==> config.mk <==
export PLATFORM = sky130hd
export DESIGN_NAME = ppu_bus_arbiter_flat
export DESIGN_NICKNAME = d
export VERILOG_FILES = /design/src/rtl/ppu_bus_arbiter_if.sv /design/src/rtl/ppu_bus_arbiter.sv /design/src/flat_wrapper.sv
export SDC_FILE = /design/constraint.sdc
export NUM_CORES = 1
export LEC_CHECK = 0
export CORE_ASPECT_RATIO = 2
export CORE_UTILIZATION = 43
export DETAILED_ROUTE_END_ITERATION = 12
export MAX_ROUTING_LAYER = met4
export PLACE_DENSITY = 0.74
export SYNTH_ARGS = -nofsm -noshare
export SYNTH_HDL_FRONTEND = slang
export SYNTH_SLANG_ARGS = --single-unit
==> constraint.sdc <==
create_clock -name clk_i -period 1.8 [get_ports clk_i]
set_input_delay 0.27 -clock clk_i [delete_from_list [all_inputs] [get_ports clk_i]]
set_output_delay 0.27 -clock clk_i [all_outputs]
set_load 0.005 [all_outputs]
==> src/rtl/ppu_bus_arbiter_if.sv <==
// ---------------------------------------------------------------------------
// ppu_bus_arbiter_if
//   Groups the requester handshakes and the VRAM pad signals of the PPU bus
//   arbiter into one bundle.
//
//   Render requester : ren_req, ren_addr -> ren_gnt, ren_valid, ren_rdata
//   CPU requester    : cpu_req, cpu_we, cpu_addr, cpu_wdata
//                      -> cpu_busy, cpu_done, cpu_rdata
//   VRAM pads        : ad_out, ad_oe, ale, rd_n, wr_n (driven), ad_in (sampled)
//
//   master : requester / pad side (drives requests and ad_in)
//   slave  : the arbiter itself
// ---------------------------------------------------------------------------
interface ppu_bus_arbiter_if #(
    parameter int ADDR_W = 14
);
    logic              ren_req;
    logic [ADDR_W-1:0] ren_addr;
    logic              ren_gnt;
    logic              ren_valid;
    logic [7:0]        ren_rdata;

    logic              cpu_req;
    logic              cpu_we;
    logic [ADDR_W-1:0] cpu_addr;
    logic [7:0]        cpu_wdata;
    logic              cpu_busy;
    logic              cpu_done;
    logic [7:0]        cpu_rdata;

    logic [ADDR_W-1:0] ad_out;
    logic              ad_oe;
    logic [7:0]        ad_in;
    logic              ale;
    logic              rd_n;
    logic              wr_n;

    modport master (
        output ren_req, ren_addr,
        input  ren_gnt, ren_valid, ren_rdata,
        output cpu_req, cpu_we, cpu_addr, cpu_wdata,
        input  cpu_busy, cpu_done, cpu_rdata,
        input  ad_out, ad_oe, ale, rd_n, wr_n,
        output ad_in
    );

    modport slave (
        input  ren_req, ren_addr,
        output ren_gnt, ren_valid, ren_rdata,
        input  cpu_req, cpu_we, cpu_addr, cpu_wdata,
        output cpu_busy, cpu_done, cpu_rdata,
        output ad_out, ad_oe, ale, rd_n, wr_n,
        input  ad_in
    );
endinterface

==> src/rtl/ppu_bus_arbiter.sv <==
// ---------------------------------------------------------------------------
// ppu_bus_arbiter
//   Owns the PPU's multiplexed VRAM bus and arbitrates between render fetches
//   and CPU $2007 accesses. Every access is a LATCH period (ale high, address
//   on AD) followed by a STROBE period (rd_n or wr_n low). Render normally
//   wins; after STARVE_MAX render grants with a CPU request waiting, the CPU
//   is forced through.
//
//   Ports
//     clk_i   : system clock
//     rst_ni  : asynchronous active-low reset
//     ce_i    : PPU tick enable, all state advances only when high
//     bus     : ppu_bus_arbiter_if.slave (requester handshakes + VRAM pads)
// ---------------------------------------------------------------------------
module ppu_bus_arbiter #(
    parameter int ADDR_W     = 14,
    parameter int STARVE_MAX = 4
) (
    input  logic                   clk_i,
    input  logic                   rst_ni,
    input  logic                   ce_i,
    ppu_bus_arbiter_if.slave       bus
);

    localparam int SW = $clog2(STARVE_MAX + 1);
    localparam logic [SW-1:0] STARVE_LIM = SW'(STARVE_MAX);

    typedef enum logic [1:0] {
        S_IDLE,
        S_LATCH,
        S_STROBE
    } state_e;

    state_e            state_q, state_d;

    // Access currently on the bus
    logic              cur_cpu_q, cur_cpu_d;
    logic              cur_we_q, cur_we_d;
    logic [7:0]        cur_wdata_q, cur_wdata_d;

    // Single-entry CPU slot; stays full until its STROBE ends
    logic              slot_full_q, slot_full_d;
    logic              slot_we_q, slot_we_d;
    logic [ADDR_W-1:0] slot_addr_q, slot_addr_d;
    logic [7:0]        slot_wdata_q, slot_wdata_d;

    logic [SW-1:0]     starve_q, starve_d;

    logic              ren_gnt_q, ren_gnt_d;
    logic              ren_valid_q, ren_valid_d;
    logic [7:0]        ren_rdata_q, ren_rdata_d;
    logic              cpu_done_q, cpu_done_d;
    logic [7:0]        cpu_rdata_q, cpu_rdata_d;

    logic              ale_q, ale_d;
    logic              rd_n_q, rd_n_d;
    logic              wr_n_q, wr_n_d;
    logic              ad_oe_q, ad_oe_d;
    logic [ADDR_W-1:0] ad_out_q, ad_out_d;

    logic              cpu_pending;
    logic              arb_en;
    logic              ren_win;

    // A CPU request is only a candidate for arbitration while it waits in
    // the slot, not while it is the access on the bus.
    assign cpu_pending = slot_full_q && !(cur_cpu_q && (state_q != S_IDLE));

    always_comb begin
        state_d      = state_q;
        cur_cpu_d    = cur_cpu_q;
        cur_we_d     = cur_we_q;
        cur_wdata_d  = cur_wdata_q;
        slot_full_d  = slot_full_q;
        slot_we_d    = slot_we_q;
        slot_addr_d  = slot_addr_q;
        slot_wdata_d = slot_wdata_q;
        starve_d     = starve_q;
        ren_gnt_d    = 1'b0;
        ren_valid_d  = 1'b0;
        ren_rdata_d  = ren_rdata_q;
        cpu_done_d   = 1'b0;
        cpu_rdata_d  = cpu_rdata_q;
        ale_d        = ale_q;
        rd_n_d       = rd_n_q;
        wr_n_d       = wr_n_q;
        ad_oe_d      = ad_oe_q;
        ad_out_d     = ad_out_q;
        arb_en       = 1'b0;
        ren_win      = 1'b0;

        // New CPU request is captured only into an empty slot; arbitration
        // below still sees the old slot state, so it waits one turn.
        if (bus.cpu_req && !slot_full_q) begin
            slot_full_d  = 1'b1;
            slot_we_d    = bus.cpu_we;
            slot_addr_d  = bus.cpu_addr;
            slot_wdata_d = bus.cpu_wdata;
        end

        unique case (state_q)
            S_IDLE: begin
                arb_en = 1'b1;
            end
            S_LATCH: begin
                state_d = S_STROBE;
                ale_d   = 1'b0;
                if (cur_we_q) begin
                    wr_n_d   = 1'b0;
                    ad_oe_d  = 1'b1;
                    ad_out_d = {{(ADDR_W-8){1'b0}}, cur_wdata_q};
                end else begin
                    rd_n_d  = 1'b0;
                    ad_oe_d = 1'b0;
                end
            end
            S_STROBE: begin
                state_d = S_IDLE;
                rd_n_d  = 1'b1;
                wr_n_d  = 1'b1;
                ad_oe_d = 1'b0;
                if (cur_cpu_q) begin
                    cpu_done_d  = 1'b1;
                    slot_full_d = 1'b0;
                    if (!cur_we_q) begin
                        cpu_rdata_d = bus.ad_in;
                    end
                end else begin
                    ren_valid_d = 1'b1;
                    ren_rdata_d = bus.ad_in;
                end
                arb_en = 1'b1;
            end
            default: begin
                state_d = S_IDLE;
            end
        endcase

        if (arb_en) begin
            ren_win = bus.ren_req && !(cpu_pending && (starve_q == STARVE_LIM));
            if (ren_win) begin
                state_d   = S_LATCH;
                cur_cpu_d = 1'b0;
                cur_we_d  = 1'b0;
                ren_gnt_d = 1'b1;
                ale_d     = 1'b1;
                ad_oe_d   = 1'b1;
                ad_out_d  = bus.ren_addr;
                if (cpu_pending && (starve_q != STARVE_LIM)) begin
                    starve_d = starve_q + 1'b1;
                end
            end else if (cpu_pending) begin
                state_d     = S_LATCH;
                cur_cpu_d   = 1'b1;
                cur_we_d    = slot_we_q;
                cur_wdata_d = slot_wdata_q;
                starve_d    = '0;
                ale_d       = 1'b1;
                ad_oe_d     = 1'b1;
                ad_out_d    = slot_addr_q;
            end
        end
    end

    // Reset aborts any access at once: strobes and bus drive release
    // asynchronously and the CPU slot is emptied.
    always_ff @(posedge clk_i or negedge rst_ni) begin
        if (!rst_ni) begin
            state_q      <= S_IDLE;
            cur_cpu_q    <= 1'b0;
            cur_we_q     <= 1'b0;
            cur_wdata_q  <= '0;
            slot_full_q  <= 1'b0;
            slot_we_q    <= 1'b0;
            slot_addr_q  <= '0;
            slot_wdata_q <= '0;
            starve_q     <= '0;
            ren_gnt_q    <= 1'b0;
            ren_valid_q  <= 1'b0;
            ren_rdata_q  <= '0;
            cpu_done_q   <= 1'b0;
            cpu_rdata_q  <= '0;
            ale_q        <= 1'b0;
            rd_n_q       <= 1'b1;
            wr_n_q       <= 1'b1;
            ad_oe_q      <= 1'b0;
            ad_out_q     <= '0;
        end else if (ce_i) begin
            state_q      <= state_d;
            cur_cpu_q    <= cur_cpu_d;
            cur_we_q     <= cur_we_d;
            cur_wdata_q  <= cur_wdata_d;
            slot_full_q  <= slot_full_d;
            slot_we_q    <= slot_we_d;
            slot_addr_q  <= slot_addr_d;
            slot_wdata_q <= slot_wdata_d;
            starve_q     <= starve_d;
            ren_gnt_q    <= ren_gnt_d;
            ren_valid_q  <= ren_valid_d;
            ren_rdata_q  <= ren_rdata_d;
            cpu_done_q   <= cpu_done_d;
            cpu_rdata_q  <= cpu_rdata_d;
            ale_q        <= ale_d;
            rd_n_q       <= rd_n_d;
            wr_n_q       <= wr_n_d;
            ad_oe_q      <= ad_oe_d;
            ad_out_q     <= ad_out_d;
        end
    end

    assign bus.ren_gnt   = ren_gnt_q;
    assign bus.ren_valid = ren_valid_q;
    assign bus.ren_rdata = ren_rdata_q;
    assign bus.cpu_busy  = slot_full_q;
    assign bus.cpu_done  = cpu_done_q;
    assign bus.cpu_rdata = cpu_rdata_q;
    assign bus.ale       = ale_q;
    assign bus.rd_n      = rd_n_q;
    assign bus.wr_n      = wr_n_q;
    assign bus.ad_oe     = ad_oe_q;
    assign bus.ad_out    = ad_out_q;

endmodule

==> src/flat_wrapper.sv <==
// flat-port wrapper written by rule: the top's interface ports become plain ports
module ppu_bus_arbiter_flat 
#(
    parameter int ADDR_W     = 14,
    parameter int STARVE_MAX = 4
)
  (clk_i, rst_ni, ce_i, bus_ren_req, bus_ren_addr, bus_ren_gnt, bus_ren_valid, bus_ren_rdata, bus_cpu_req, bus_cpu_we, bus_cpu_addr, bus_cpu_wdata, bus_cpu_busy, bus_cpu_done, bus_cpu_rdata, bus_ad_out, bus_ad_oe, bus_ale, bus_rd_n, bus_wr_n, bus_ad_in);
  ppu_bus_arbiter_if #(.ADDR_W(ADDR_W)) bus_i ();
  input  logic clk_i;
  input  logic rst_ni;
  input  logic ce_i;
  input wire logic [$bits(bus_i.ren_req)-1:0] bus_ren_req;
  input wire logic [$bits(bus_i.ren_addr)-1:0] bus_ren_addr;
  output wire logic [$bits(bus_i.ren_gnt)-1:0] bus_ren_gnt;
  output wire logic [$bits(bus_i.ren_valid)-1:0] bus_ren_valid;
  output wire logic [$bits(bus_i.ren_rdata)-1:0] bus_ren_rdata;
  input wire logic [$bits(bus_i.cpu_req)-1:0] bus_cpu_req;
  input wire logic [$bits(bus_i.cpu_we)-1:0] bus_cpu_we;
  input wire logic [$bits(bus_i.cpu_addr)-1:0] bus_cpu_addr;
  input wire logic [$bits(bus_i.cpu_wdata)-1:0] bus_cpu_wdata;
  output wire logic [$bits(bus_i.cpu_busy)-1:0] bus_cpu_busy;
  output wire logic [$bits(bus_i.cpu_done)-1:0] bus_cpu_done;
  output wire logic [$bits(bus_i.cpu_rdata)-1:0] bus_cpu_rdata;
  output wire logic [$bits(bus_i.ad_out)-1:0] bus_ad_out;
  output wire logic [$bits(bus_i.ad_oe)-1:0] bus_ad_oe;
  output wire logic [$bits(bus_i.ale)-1:0] bus_ale;
  output wire logic [$bits(bus_i.rd_n)-1:0] bus_rd_n;
  output wire logic [$bits(bus_i.wr_n)-1:0] bus_wr_n;
  input wire logic [$bits(bus_i.ad_in)-1:0] bus_ad_in;
  assign bus_i.ren_req = bus_ren_req;
  assign bus_i.ren_addr = bus_ren_addr;
  assign bus_ren_gnt = bus_i.ren_gnt;
  assign bus_ren_valid = bus_i.ren_valid;
  assign bus_ren_rdata = bus_i.ren_rdata;
  assign bus_i.cpu_req = bus_cpu_req;
  assign bus_i.cpu_we = bus_cpu_we;
  assign bus_i.cpu_addr = bus_cpu_addr;
  assign bus_i.cpu_wdata = bus_cpu_wdata;
  assign bus_cpu_busy = bus_i.cpu_busy;
  assign bus_cpu_done = bus_i.cpu_done;
  assign bus_cpu_rdata = bus_i.cpu_rdata;
  assign bus_ad_out = bus_i.ad_out;
  assign bus_ad_oe = bus_i.ad_oe;
  assign bus_ale = bus_i.ale;
  assign bus_rd_n = bus_i.rd_n;
  assign bus_wr_n = bus_i.wr_n;
  assign bus_i.ad_in = bus_ad_in;
  ppu_bus_arbiter #(.ADDR_W(ADDR_W), .STARVE_MAX(STARVE_MAX)) u_core (.clk_i(clk_i), .rst_ni(rst_ni), .ce_i(ce_i), .bus(bus_i));
endmodule
==> images/clocks.png <==
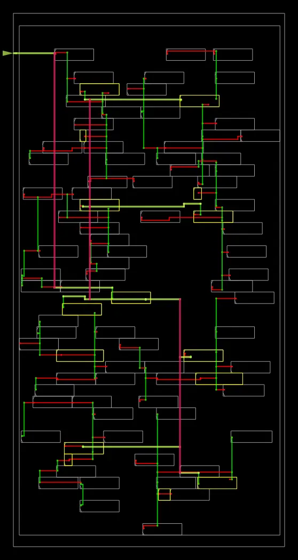
CTS buffer count: 9
clock buf count: 10
Flops: 76
P_clk: 0.00186 W
Setup Skew: 0.005585 ns

==> CHANGELOG.md <==
### Physical design

* Violated checks: setup timing
* # setup viols final at 1
* First-pass GRT wire length at 12,360 um
* H-tree depth at 3
* Synth warnings at 0
* Nature of the critical path startpoint: flip-flop
* Layout fillers at 552
* GRT busiest layer: met2
* Mapped Area at 3269 sq um
* Hpwl dp at 5753 um
* Most instantiated logic cells after routing: 86 x clkdlybuf4s50_1, 73 x dfrtp_1, 41 x mux2_2
* Worst hold-check path type: primary input to asynchronous set/reset pin
* GRT Total Usage at 21.84%
* WL/cell at 16.97 um
* CTS sink cnt at 76
* CP Class: flip-flop to flip-flop
* Post-layout minimum cycle time at 1.810 ns
* Placed Instances at 447
* Total power at 0.008473 W
* Rel. slew slack at 69.35%
* Critical path's slowest cell: dfrtp_1
* # DRC at 0
* Sequential power at 0.00309 W
* Critical Path RT at 2.01 ns
* Row Count at 44
* Root buffer cell: clkbuf_16
* Most frequent logic cell in the layout: clkdlybuf4s50_1
* Yosys chip area at 3269 sq um
* Maximum clock rate at 552.4 MHz
* Worst setup path endpoint: u_core.bus.ad_out[6]
* Switching Fraction at 29.86%
* Die height at 125.3 um
* Worst R2R End: u_core.bus.ad_out[6]
* Cycle use final at 100.6%
* Post-CTS setup buffers at 2
* Top Consumer: combinational logic
* Crit. path cell count at 8
* PnR worst setup slack at -0.01017 ns
* TritonCTS clock tree: done
* Status: finished, violations left
* R2r startpoint: u_core.state_q[1]
* Number of OpenROAD warnings at 31
* Reg2Reg Depth at 8
* Iter 0 DRT Violations at 122
* Met2 GRT Util at 40.99%
* Final #Nets at 434
* Final Max Slew Viols at 0
* M1 GR Usage at 19.06%
* Chip width at 63.66 um
* Vias in the first global route at 2,597
==> images/layer_met2.png <==
Scale: 4 px per um.
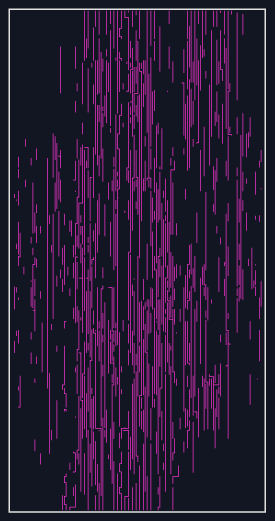
longest straight run: 57.5 um
nets with wire on the layer: 395
share of all routed wire: 59%

## synth_stat cells (all sizes together) (3+ instances only)
library cell | instances | share of area (%)
inv | 25 | 2.9
a222oi | 8 | 2.4
nor2 | 8 | 0.92
a21oi | 11 | 1.7
dfrtp | 74 | 57
nor2b | 3 | 0.65
mux2 | 48 | 17
o21ai | 6 | 0.92
o22ai | 10 | 1.9
nand3 | 3 | 0.46
ha | 6 | 2.3
nand2 | 10 | 1.1
buf | 8 | 1.6
o2bb2ai | 5 | 1.3
## layout make-up
type | count | area share [%]
clock buffer | 10 | 4.605
clock inverter | 5 | 1.560
inverter | 25 | 1.887
multi-input combinational | 142 | 26.30
sequential | 76 | 38.32
tap | 92 | 2.315
timing repair buffer | 124 | 25.01
Power is estimated from default activity; no workload was simulated.
